**Run 1: clock wiring as the flow saved it**

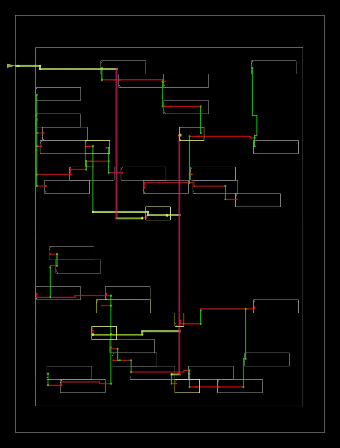
**Run 1: M2 wires**

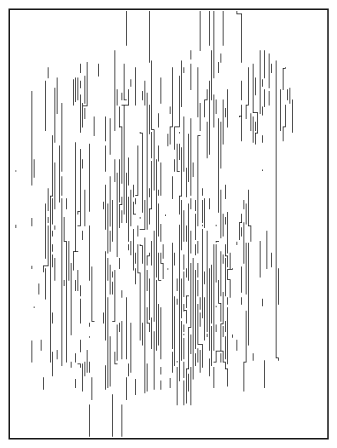
**Run 1: cell classes on the final placement**

Bar = 20 µm. Fill, decap, tap and diode cells in gray.
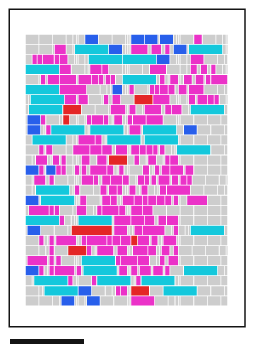
==> config.mk <==
export PLATFORM = sky130hd
export DESIGN_NAME = config_loader
export DESIGN_NICKNAME = d
export VERILOG_FILES = /design/src/rtl/config_loader.sv
export SDC_FILE = /design/constraint.sdc
export NUM_CORES = 1
export LEC_CHECK = 0
export CORE_ASPECT_RATIO = 1.4
export CORE_MARGIN = 4
export CORE_UTILIZATION = 50
export CTS_CLUSTER_SIZE = 10
export DETAILED_ROUTE_END_ITERATION = 6
export PLACE_DENSITY = 0.68
export SLEW_MARGIN = 20
export SYNTH_ARGS = -nofsm -noshare
export SYNTH_HDL_FRONTEND = slang
export SYNTH_SLANG_ARGS = --single-unit
==> constraint.sdc <==
create_clock -name clock -period 4.95 [get_ports clock]
set_clock_uncertainty 0.15 [all_clocks]
set_input_delay 0.99 -clock clock [delete_from_list [all_inputs] [get_ports clock]]
set_output_delay 0.99 -clock clock [all_outputs]
set_load 0.1 [all_outputs]
==> run notes, run 1 <==
yosys + openroad results -> status completed, flop share of the area 31.3%, Initial DRC Count 50, syn_nets 262, chip area line of the yosys report 0.00214 mm², FP Util 53.3%, Max Transition Viols Final 0, leakage 1.00 nW, R2R setup slack 1.25 ns, final setup TNS 0 ns, Area Growth Syn to Fin 11.9%, actual slew at the worst max-slew pin 0.967 ns, Reg power frac 31.1%, Synth top cell by count nand2_1, CP max-delay cell clkdlybuf4s50_1, Hold Path Depth 2, WHS 0.396 ns, Final clock-cell share 4.54%, clk pwr 0.246 mW, P_comb 0.378 mW, worst path cell trace inv_1 > ha_1 > nand2_1 > a211oi_1 > clkdlybuf4s50_1, final tally of hold violations 0, well tap count 43, # setup viols final 0, count of input and output buffers 18, Hold WC Path Type flip-flop to flip-flop, Seq power 0.282 mW, hold buffer count at CTS 0, Yosys top cell by area dfrtp_1, tool warnings 32, Cell Int Power 0.530 mW, gr usage total 18.3%, share of layout cells above drive strength 1 12.0%, Worst-path clk slew 0.07 ns, Main power group combinational cells, Power Total 0.906 mW, reg2reg path depth 12, Max Root-Sink Buffers 2, Buffers excl. clock 19, Comb pwr share 41.7%, Die Ht 85.4 µm, buffering overhead 7.73%, die footprint 0.00541 mm², WP buf/inv 2, dpl ws 1.29 ns, sw frac 41.5%, worst vdd ir 214 µV, yosys warns 0, area share of the largest cell type after synthesis 35.0%, PnR worst setup slack 1.13 ns, DRC 0, sequential element share of the synthesized area 35.0%, Multi-In Gates 177, Crit path max-delay family buffers and inverters, diode count 0, placed insts 285, cts repair resizes 0, WL/cell 15.7 µm, first-pass GRT wire length 7890 µm, post-synth design cell area 0.00214 mm², I/O pin total 19, Pre-Repair DR Iteration Count 4, P per Cell Area 378 mW/mm², CP required 3.81 ns, Flops after synth 30
## Picture notes: 'clock wiring as the flow saved it'
flop count: 30
CTS sink count: 30
clock buffers: 5
clk_lat worst skew: 0.29 ns

## Picture notes: 'M2 wires'
wire length on this layer: 2,380 µm
main direction: vertical
longest straight run: 59.3 µm
share of all routed wire: 52%
met2 Resource Use GR: 32.9%
Total Wirelength: 4590 µm

## Picture notes: 'cell classes on the final placement'
legend:
  remaining logic cells:
    color: magenta
    cells: 193
    share_of_their_area: 55%
  clock drivers and dummy loads:
    color: red
    cells: 8
    share_of_their_area: 4.6%
  sequential cells:
    color: cyan
    cells: 30
    share_of_their_area: 32%
  remaining buffers and delay cells:
    color: blue
    cells: 19
    share_of_their_area: 7.9%
post-layout util: 59.6%
Core Region: 0.00402 mm²
num rows: 27
Final Cell Area: 0.00240 mm²

[run 1: cells by family (layout without fill, tap and decap cells)]
kind of cell | after synthesis | count (layout) | share of synthesized area, %
xor gates and xnor gates | 10 | 10 | 4.44
buffers and inverters | 29 | 43 | 7.18
DFF | 30 | 30 | 35.0
and+or+nand+nor | 88 | 88 | 21.0
muxes | 4 | 4 | 1.93
AOI/OAI and AO/OA | 62 | 62 | 22.8
adders and majority gates | 13 | 13 | 7.59
[run 1: metal layers]
metal	vias to the layer above	GRT usage, %
met5	-	0
met2	32	32.9
met3	8	2.91
met4	0	8.06
met1	830	21.1
li1	870	-
--- run 2 (diff from run 1) ---
--- a/config.mk
+++ b/config.mk
@@ -10,7 +10,7 @@
 export CORE_UTILIZATION = 50
 export CTS_CLUSTER_SIZE = 10
 export DETAILED_ROUTE_END_ITERATION = 6
-export PLACE_DENSITY = 0.68
+export PLACE_DENSITY = 0.7
 export SLEW_MARGIN = 20
 export SYNTH_ARGS = -nofsm -noshare
 export SYNTH_HDL_FRONTEND = slang
==> constraint.sdc (replaced) <==
create_clock -name clock -period 3.2 [get_ports clock]
set_clock_uncertainty 0.15 [all_clocks]
set_input_delay 0.64 -clock clock [delete_from_list [all_inputs] [get_ports clock]]
set_output_delay 0.64 -clock clock [all_outputs]
set_load 0.1 [all_outputs]
==> run notes, run 2 <==
yosys + openroad results -> count of input and output buffers 18, Mapped Cells 236, buffering overhead 8.61%, Crit Path Max Fanout 9, diode count 0, final setup TNS 0 ns, vias in the first global route 1,800, Hold WC Path Type flip-flop to flip-flop, num rows 27, clock buffers 5, Setup crit start kind flip-flop, reg2reg path depth 13, Setup Buffers After CTS 0, CP endpoint kind flip-flop, Synth top cell by count nand2_1, EDFF count, synth 0, Core Region 0.00402 mm², CP required 3.25 ns, cts repair resizes 0, worst vdd ir 347 µV, Max Clock Freq 0.341 GHz, Crit path max-delay family adder cells, Synth area leaders dfrtp_1 (35%), ha_1 (7.6%), nand2_1 (5.8%), Root Driver clkbuf_8, most numerous logic cells after layout nand2_1 (33), dfrtp_1 (30), nor2_1 (18), P per Cell Area 545 mW/mm², well tap count 43, Die Ht 85.4 µm, register area 751 µm², first-pass GRT wire length 7910 µm, Max Transition Viols Final 0, syn_nets 262, Hold Path Depth 2, inverter count 16, clk_lat worst skew 0.29 ns, critical path class flip-flop to flip-flop, Top FF cell, synth dfrtp_1, gr usage total 18.4%, DRC 0, Avg Inst Size Synth 9.08 µm², NumNets Final 278, Multi-In Gates 177, grt ovf 0, WL/cell 15.3 µm, WP buf/inv 3, CTS sink count 30, RSZ-0062 raised after global routing no, final tally of hold violations 0, worst path cell trace inv_1 > ha_1 > inv_2 > a21o_1 > inv_2 > ha_2 > ha_4 > ha_2 > xnor2_1 > a31oi_1 > nand2_1 > and4_1 > a211oi_1, share of layout cells above drive strength 1 16.3%, Biggest Area Class combinational gates, WHS 0.402 ns, Total Wirelength 4520 µm, min Tclk post-route 2.93 ns, Buffers excl. clock 22, leakage 1.01 nW, actual slew at the worst max-slew pin 0.689 ns, Worst path max stage delay 0.41 ns, Final clock-cell share 3.27%, cts bufs inserted 5, # setup viols final 0, CTS tree yes, Pre-Repair DR Iteration Count 4, area share of the largest cell type after synthesis 35.0%, Post-DRT Antenna Nets 0, placed cell area 0.00233 mm², chip area line of the yosys report 0.00214 mm², hold buffer count at CTS 0, CP max-delay cell dfrtp_1, Max Root-Sink Buffers 2, vias per cell 5.99, Horiz. Die Dim 63.3 µm, Vias 1,767, GPL Wtd Cong 0.923, post-synth design cell area 0.00214 mm², yosys warns 0, Yosys cell types 56, Levels on crit path 13, Critical Path AT 2.99 ns, initial antenna violation count 0, Area Growth Syn to Fin 12.6%, tool warnings 32, Max-slew headroom 54.1%, largest net degree at the start of global routing 31, Power Total 1.31 mW, Async S/R FF share, synth 100%, H-tree levels 2, placed insts 288, dpl ws 0.275 ns, Max-Cap Viols 0, FP Util 53.3%, yosys stat cell total 236, list of most frequent post-synthesis cells nand2_1 (33), dfrtp_1 (30), nor2_1 (18), inv_1 (14), Yosys top cell by area dfrtp_1, I/O pin total 19, fillers 349, dpl hpwl 3300 µm, Tcrit/Tclk final 91.7%, status completed, flop count 30, Worst-path clk slew 0.07 ns, logic area 0.00126 mm², die footprint 0.00541 mm², R2R setup slack 0.27 ns, sequential element share of the synthesized area 35.0%, Initial DRC Count 54, PnR worst setup slack 0.266 ns, Flops after synth 30
-- run 2: cell counts after synthesis --
No cell type changed its count.
-- run 2: cell families (layout without fill, tap and decap cells) --
family                     Yosys count  after routing  share of synthesized area, %
and+or+nand+nor                     88             88                          21.0
muxes                                4              4                          1.93
buffers and inverters               29             45                          7.18
xor gates and xnor gates            10             10                          4.44
DFF                                 30             30                          35.0
adders and majority gates           13             13                          7.59
AOI/OAI and AO/OA                   62             62                          22.8
-- run 2: power breakdown --
part | switching, mW | total, mW | internal [mW]
Sequential | 0.0269 | 0.436 | 0.409
Clock | 0.148 | 0.293 | 0.146
Combinational | 0.403 | 0.584 | 0.181
Total | 0.578 | 1.31 | 0.736
-- run 2: layer usage --
layer,wire length (µm),global-route usage (%)
met1,1980,19.8
met2,2290,33.8
met3,167,4.24
met4,82,8.45
met5,0,0
**Run 2: cell classes on the final placement**

Bar = 20 µm. Fill, decap, tap and diode cells in gray.
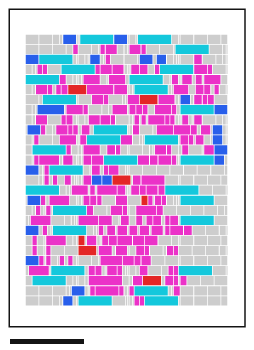
legend:
  clock drivers and dummy loads:
    color: red
    cells: 7
    share_of_their_area: 3.3%
  remaining buffers and delay cells:
    color: blue
    cells: 22
    share_of_their_area: 8.8%
  sequential cells:
    color: cyan
    cells: 30
    share_of_their_area: 32%
  remaining logic cells:
    color: magenta
    cells: 193
    share_of_their_area: 56%
Final Cell Area: 0.00241 mm²
post-layout util: 60.0%
flop share of the area: 31.1%

**Run 2: gate families picked out**

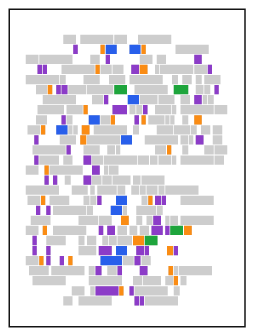
legend:
  mux cells:
    color: green
    cells: 4
  nor cells:
    color: orange
    cells: 26
  nand cells:
    color: purple
    cells: 52
  xor and xnor cells:
    color: blue
    cells: 10
Layout Cells excl Fill: 295
most common logic cell in the routed design: nand2_1
Comb/total area: 52.3%

Power figures rest on the tool's default switching activity, not on a simulated workload.
